`src/rtl/memory_gap_stats.sv`:
```
// memory_gap_stats: histogram and running statistics (count, min, max, sum)
// of memory-gap samples, with a one-cycle registered bin read port.
// Statistics freeze in SATURATED once any counter or the sum hits all-ones.
module memory_gap_stats #(
   parameter int NUM_BINS  = 8,
   parameter int BIN_SHIFT = 2,
   parameter int CNT_W     = 16
) (
   input  logic                        clk,
   input  logic                        rst,
   input  logic signed [31:0]          memory_gap,
   input  logic                        memory_gap_valid,
   input  logic                        enable,
   input  logic                        clear,
   input  logic                        rd_req,
   input  logic [$clog2(NUM_BINS)-1:0] rd_bin,
   output logic                        rd_valid,
   output logic [CNT_W-1:0]            rd_data,
   output logic [CNT_W-1:0]            sample_count,
   output logic [31:0]                 gap_min,
   output logic [31:0]                 gap_max,
   output logic [39:0]                 gap_sum,
   output logic [7:0]                  discard_count,
   output logic [1:0]                  state
);

   localparam int                BIN_W    = $clog2(NUM_BINS);
   localparam logic [CNT_W-1:0]  CNT_MAX  = '1;
   localparam logic [CNT_W-1:0]  CNT_ONE  = CNT_W'(1);
   localparam logic [39:0]       SUM_MAX  = '1;
   localparam logic [31:0]       MIN_INIT = 32'h7FFF_FFFF;

   typedef enum logic [1:0] {
      IDLE      = 2'd0,
      COLLECT   = 2'd1,
      SATURATED = 2'd2
   } state_t;

   state_t              state_reg;
   logic [CNT_W-1:0]    bin_reg [NUM_BINS];
   logic [NUM_BINS-1:0] bin_full_next;
   logic [CNT_W-1:0]    sample_count_reg;
   logic [39:0]         gap_sum_reg;
   logic [39:0]         gap_sum_next;
   logic [40:0]         gap_sum_ext;
   logic [31:0]         gap_min_reg;
   logic [31:0]         gap_max_reg;
   logic [7:0]          discard_count_reg;
   logic                rd_valid_reg;
   logic [CNT_W-1:0]    rd_data_reg;

   logic [31:0]         gap_u;
   logic [31:0]         gap_shifted;
   logic [BIN_W-1:0]    bin_idx;
   logic                accept;
   logic                discard;
   logic                cnt_full_next;
   logic                sum_full_next;
   logic                sat_next;

   // A negative gap has bit 31 set; clear always wins over a coincident sample.
   assign gap_u       = memory_gap;
   assign accept      = (state_reg == COLLECT) && enable && memory_gap_valid &&
                        !memory_gap[31] && !clear;
   assign discard     = memory_gap_valid && !clear && !accept;
   assign gap_shifted = gap_u >> BIN_SHIFT;

   // Bin selection: large gaps all land in the last bin.
   always_comb begin
      bin_idx = gap_shifted[BIN_W-1:0];
      if (gap_shifted > 32'(NUM_BINS - 1)) begin
         bin_idx = BIN_W'(NUM_BINS - 1);
      end
   end

   // Saturating sum; the 41st bit catches overflow of the 40-bit accumulator.
   always_comb begin
      gap_sum_ext  = {1'b0, gap_sum_reg} + {9'd0, gap_u};
      gap_sum_next = gap_sum_reg;
      if (accept) begin
         gap_sum_next = gap_sum_ext[40] ? SUM_MAX : gap_sum_ext[39:0];
      end
   end

   assign sum_full_next = &gap_sum_next;
   assign cnt_full_next = (sample_count_reg == CNT_MAX) ||
                          (accept && (sample_count_reg == CNT_MAX - CNT_ONE));
   assign sat_next      = (|bin_full_next) || cnt_full_next || sum_full_next;

   generate
      for (genvar gi = 0; gi < NUM_BINS; gi++) begin : gen_bin
         logic hit;
         assign hit = accept && (bin_idx == BIN_W'(gi));
         // Next-cycle all-ones detection so SATURATED is entered on the same edge.
         assign bin_full_next[gi] = (bin_reg[gi] == CNT_MAX) ||
                                    (hit && (bin_reg[gi] == CNT_MAX - CNT_ONE));

         // Per-bin saturating counter.
         always_ff @(posedge clk or posedge rst) begin
            if (rst) begin
               bin_reg[gi] <= '0;
            end else if (clear) begin
               bin_reg[gi] <= '0;
            end else if (hit && (bin_reg[gi] != CNT_MAX)) begin
               bin_reg[gi] <= bin_reg[gi] + CNT_ONE;
            end
         end
      end
   endgenerate

   // Control FSM: IDLE/COLLECT follow enable; SATURATED is left only via clear.
   always_ff @(posedge clk or posedge rst) begin
      if (rst) begin
         state_reg <= IDLE;
      end else if (clear) begin
         state_reg <= IDLE;
      end else begin
         case (state_reg)
            IDLE: begin
               if (enable) state_reg <= COLLECT;
            end
            COLLECT: begin
               if (!enable)       state_reg <= IDLE;
               else if (sat_next) state_reg <= SATURATED;
            end
            SATURATED: begin
               state_reg <= SATURATED;
            end
            default: begin
               state_reg <= IDLE;
            end
         endcase
      end
   end

   // Running count, sum, min and max of accepted samples.
   always_ff @(posedge clk or posedge rst) begin
      if (rst) begin
         sample_count_reg <= '0;
         gap_sum_reg      <= '0;
         gap_min_reg      <= MIN_INIT;
         gap_max_reg      <= '0;
      end else if (clear) begin
         sample_count_reg <= '0;
         gap_sum_reg      <= '0;
         gap_min_reg      <= MIN_INIT;
         gap_max_reg      <= '0;
      end else if (accept) begin
         if (sample_count_reg != CNT_MAX) begin
            sample_count_reg <= sample_count_reg + CNT_ONE;
         end
         gap_sum_reg <= gap_sum_next;
         if (gap_u < gap_min_reg) gap_min_reg <= gap_u;
         if (gap_u > gap_max_reg) gap_max_reg <= gap_u;
      end
   end

   // Count of valid samples that were rejected, saturating at 255.
   always_ff @(posedge clk or posedge rst) begin
      if (rst) begin
         discard_count_reg <= '0;
      end else if (clear) begin
         discard_count_reg <= '0;
      end else if (discard && (discard_count_reg != 8'hFF)) begin
         discard_count_reg <= discard_count_reg + 8'd1;
      end
   end

   // Registered bin read; sees the pre-update / pre-clear bin value.
   always_ff @(posedge clk or posedge rst) begin
      if (rst) begin
         rd_valid_reg <= 1'b0;
         rd_data_reg  <= '0;
      end else begin
         rd_valid_reg <= rd_req;
         if (rd_req) begin
            rd_data_reg <= (32'(rd_bin) < NUM_BINS) ? bin_reg[rd_bin] : '0;
         end
      end
   end

   assign state         = state_reg;
   assign rd_valid      = rd_valid_reg;
   assign rd_data       = rd_data_reg;
   assign sample_count  = sample_count_reg;
   assign gap_min       = gap_min_reg;
   assign gap_max       = gap_max_reg;
   assign gap_sum       = gap_sum_reg;
   assign discard_count = discard_count_reg;

endmodule

```
`config.mk`:
```
export PLATFORM = sky130hd
export DESIGN_NAME = memory_gap_stats
export DESIGN_NICKNAME = d
export VERILOG_FILES = /design/src/rtl/memory_gap_stats.sv
export SDC_FILE = /design/constraint.sdc
export NUM_CORES = 1
export LEC_CHECK = 0
export CAP_MARGIN = 20
export CORE_UTILIZATION = 52
export DETAILED_ROUTE_END_ITERATION = 10
export PLACE_DENSITY = 0.82
export SLEW_MARGIN = 40
export SYNTH_ARGS = -nofsm -noshare
export SYNTH_HDL_FRONTEND = slang
export SYNTH_SLANG_ARGS = --single-unit
```
`constraint.sdc`:
```
create_clock -name clk -period 9.1 [get_ports clk]
set_input_delay 1.82 -clock clk [delete_from_list [all_inputs] [get_ports clk]]
set_output_delay 1.82 -clock clk [all_outputs]
set_load 0.02 [all_outputs]
```
Figure 1. Sizing map.
Scale bar: 50 µm.
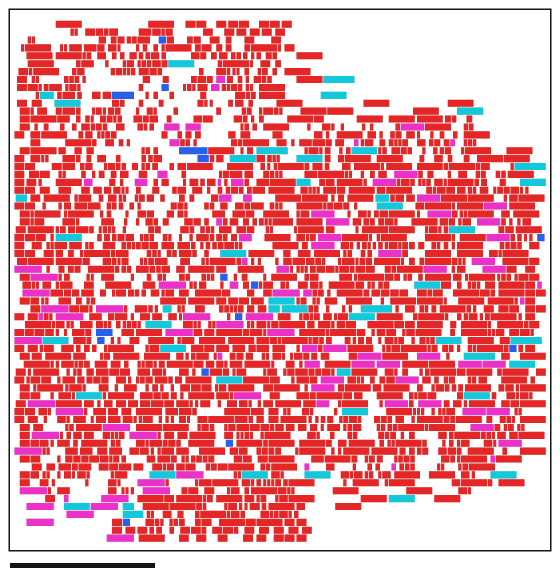
- magenta: x2 (cells 94)
- cyan: x6 and larger (cells 46)
- blue: x3 and x4 (cells 15)
- red: x1 and smaller (cells 1942)
Layout area overhead: 19.0%
final instance area: 20900 µm²

Figure 2. Clock routing.
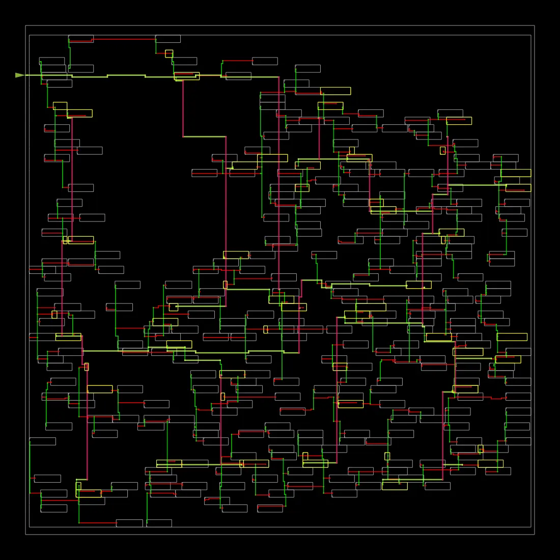
clk_skew: 13.9 ps
Num CTS Buffers: 31
registers: 275
Worst-Skew Late Latency: 590 ps

Figure 3. Sequential cells colored by netlist name.
Scale bar: 50 µm. Other sequential cells in the stronger gray, the rest of the logic in the fainter gray.
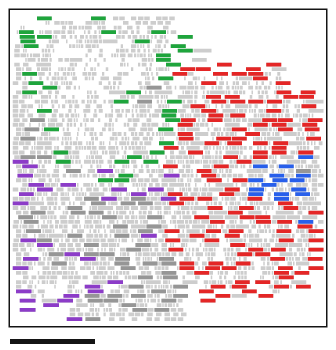
- green: `gap_sum` (placed flops 40)
- red: `bin_reg` (placed flops 128)
- purple: `gap_min` (placed flops 32)
- blue: `rd_data` (placed flops 16; where right middle)
- not colored: 59
FF+latch area: 6920 µm²
Final Util: 0.636
Seq area share: 0.331

==> run summary <==
Top-area cell share: 0.348
post-place setup slack: 3170 ps
worst-margin pin slew: 801 ps
Post-Syn Area: 17600 µm²
Final Hold Viols: 0
Critical Path Source Type: input port
post-synthesis cell count: 1916
hpwl dp: 38200 µm
CTS tree: done
DIE WIDTH: 186 µm
Sink Count: 275
Clock Path Buffers: 3
final wirelength: 52400 µm
Tot GR Track Use: 0.308
Non-Filler Instances: 2539
FMAX: 186 MHz
Cell Chain, Critical Path: clkdlybuf4s50_1 > ha_1 > nand4_1 > a211o_1 > a2111oi_0 > nor3_1 > xnor2_1 > and4_2 > a31oi_1 > nor4b_2 > a211oi_1
Initial DRT Pass Iterations: 5
status: finished, final reports clean
total power: 2.87 mW
placed inst area: 19800 µm²
R2R Path End: state[0]$_DFFE_PP0P_
Switching Power: 0.712 mW
die footprint: 34500 µm²
total gr overflow: 0
area leader, netlist: dfrtp_1
first-pass GRT wire length: 82900 µm
clock-pin transition on the worst setup and hold timing paths: 60 ps
ys cells: 1916
CP Capture Point: state[0]$_DFFE_PP0P_
worst setup margin: 3730 ps
Worst Path Buf+Inv: 1
Routed WL per cell: 20.6 µm
synth unique cells: 80
worst hold slack: 540 ps
Root Buffer: clkbuf_16
top cells by count: nor2_1 (257), dfrtp_1 (244), nand2_1 (158), a21oi_1 (125), ha_1 (114)
PostCTS Resize Cnt: 0
diode count: 0
Dominant flop cell: dfrtp_1
# IOs: 188
highest ir drop seen on vdd: 130 µV
setup tns final: 0 ps
syn_area_per_cell: 9.16 µm²
fin crit period: 5370 ps
final net count: 2229
RePlAce Congestion: 0.997
largest net degree at the start of global routing: 139
initial antenna violation count: 1
Figure 4. Clock network drawn from the DEF.
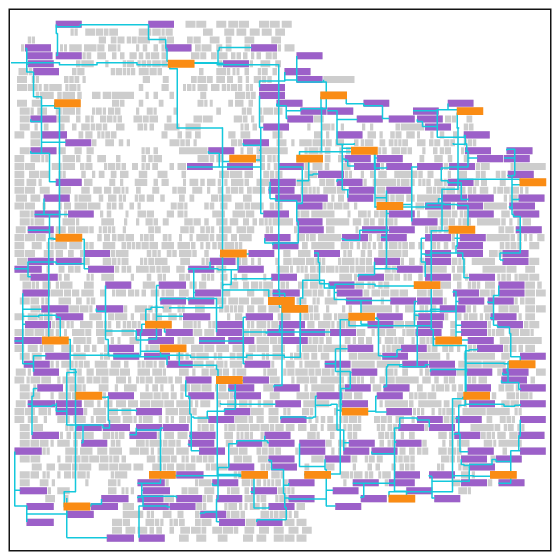
- purple: flip-flops (count 275)
- cyan: clock wires (length 3680 µm)
- orange: clock-net drivers (count 31)
- flops lie: spread over the die
Clk power: 1.35 mW
clock network power share: 0.468

Figure 5. Placement by cell class.
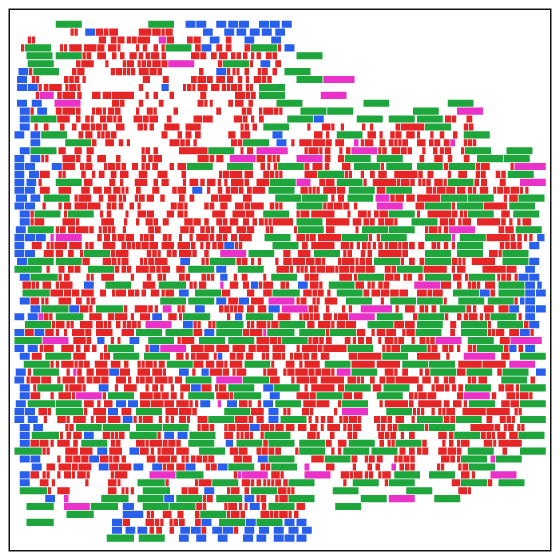
- red: remaining logic cells (cells 1566)
- magenta: clock drivers and dummy loads (cells 57)
- blue: remaining buffers and delay cells (cells 199)
- green: sequential cells (cells 275)
Rows: 66
CORE AREA: 32900 µm²

## worst min-delay path by stage
stage / from / endpoint / slack (ps) / cells past startpoint
after global placement: rd_data[1]$_DFFE_PP0P_ / rd_data[1]$_DFFE_PP0P_ / 510 / 2
final: rd_data[10]$_DFFE_PP0P_ / rd_data[10]$_DFFE_PP0P_ / 540 / 2
after global routing: rd_data[10]$_DFFE_PP0P_ / rd_data[10]$_DFFE_PP0P_ / 560 / 2
after floorplan: bin_reg[12]$_DFFE_PP0P_ / bin_reg[12]$_DFFE_PP0P_ / 510 / 2
after detailed placement: gap_sum[9]$_DFFE_PP0P_ / gap_sum[9]$_DFFE_PP0P_ / 520 / 2
after CTS: rd_data[14]$_DFFE_PP0P_ / rd_data[14]$_DFFE_PP0P_ / 540 / 2
## worst reg2reg max path: cells and delay by family (launching register included)
| family | cells | cell delay [ps] |
|---|---|---|
| AOI/OAI and AO/OA | 5 | 1630 |
| adders and majority gates | 1 | 440 |
| and+or+nand+nor | 4 | 840 |
| DFF | 1 | 480 |
| xor gates and xnor gates | 1 | 360 |
## power by group through the flow
stage               combinational [mW]  sequential, mW  clock [mW]
floorplan                        0.149            1.28           0
global placement                 0.269            1.27           0
detailed placement               0.273            1.27           0
CTS                              0.274            1.25        1.36
global route                     0.300            1.25        1.41
finish                           0.277            1.25        1.35
## layout make-up
cell class                      count  area [µm²]
Fill cell                        2700       12000
Multi-Input combinational cell   1475       10000
Sequential cell                   275        6920
Timing Repair Buffer              199        1970
Clock buffer                       42         857
Tap cell                          442         553
Inverter                           91         345
Clock inverter                     15         231
## layer usage
layer  track usage  vias to the layer above  part of all wire
met5             0                        -           0.00032
met4         0.130                        2             0.044
met1         0.392                     7663              0.40
li1              -                     7188                 -
met2         0.504                      642              0.47
met3        0.0669                      160             0.082
## cell usage in the layout (no fill, tap or decap), types with 32 or more instances in the layout
master | Yosys | final
a211o_1 | 33 | 33
nor2_1 | 257 | 257
nand3_1 | 78 | 78
xnor2_1 | 47 | 47
clkdlybuf4s50_1 | 0 | 183
or3_1 | 38 | 38
o21ai_0 | 99 | 99
nor3_1 | 33 | 33
ha_1 | 114 | 114
a21o_1 | 43 | 43
mux4_2 | 32 | 32
xor2_1 | 88 | 88
mux2i_1 | 52 | 52
dfrtp_1 | 244 | 244
nand2_1 | 158 | 158
a21oi_1 | 125 | 123
nand4_1 | 63 | 63
inv_1 | 90 | 89
## cells by family after synthesis
| family | after synthesis | synth area share |
|---|---|---|
| buffers and inverters | 166 | 0.0363 |
| adders and majority gates | 115 | 0.0824 |
| xor gates and xnor gates | 135 | 0.0673 |
| AOI/OAI and AO/OA | 387 | 0.140 |
| and+or+nand+nor | 754 | 0.209 |
| muxes | 84 | 0.0707 |
| DFF | 275 | 0.394 |
Power is estimated from default activity; no workload was simulated.
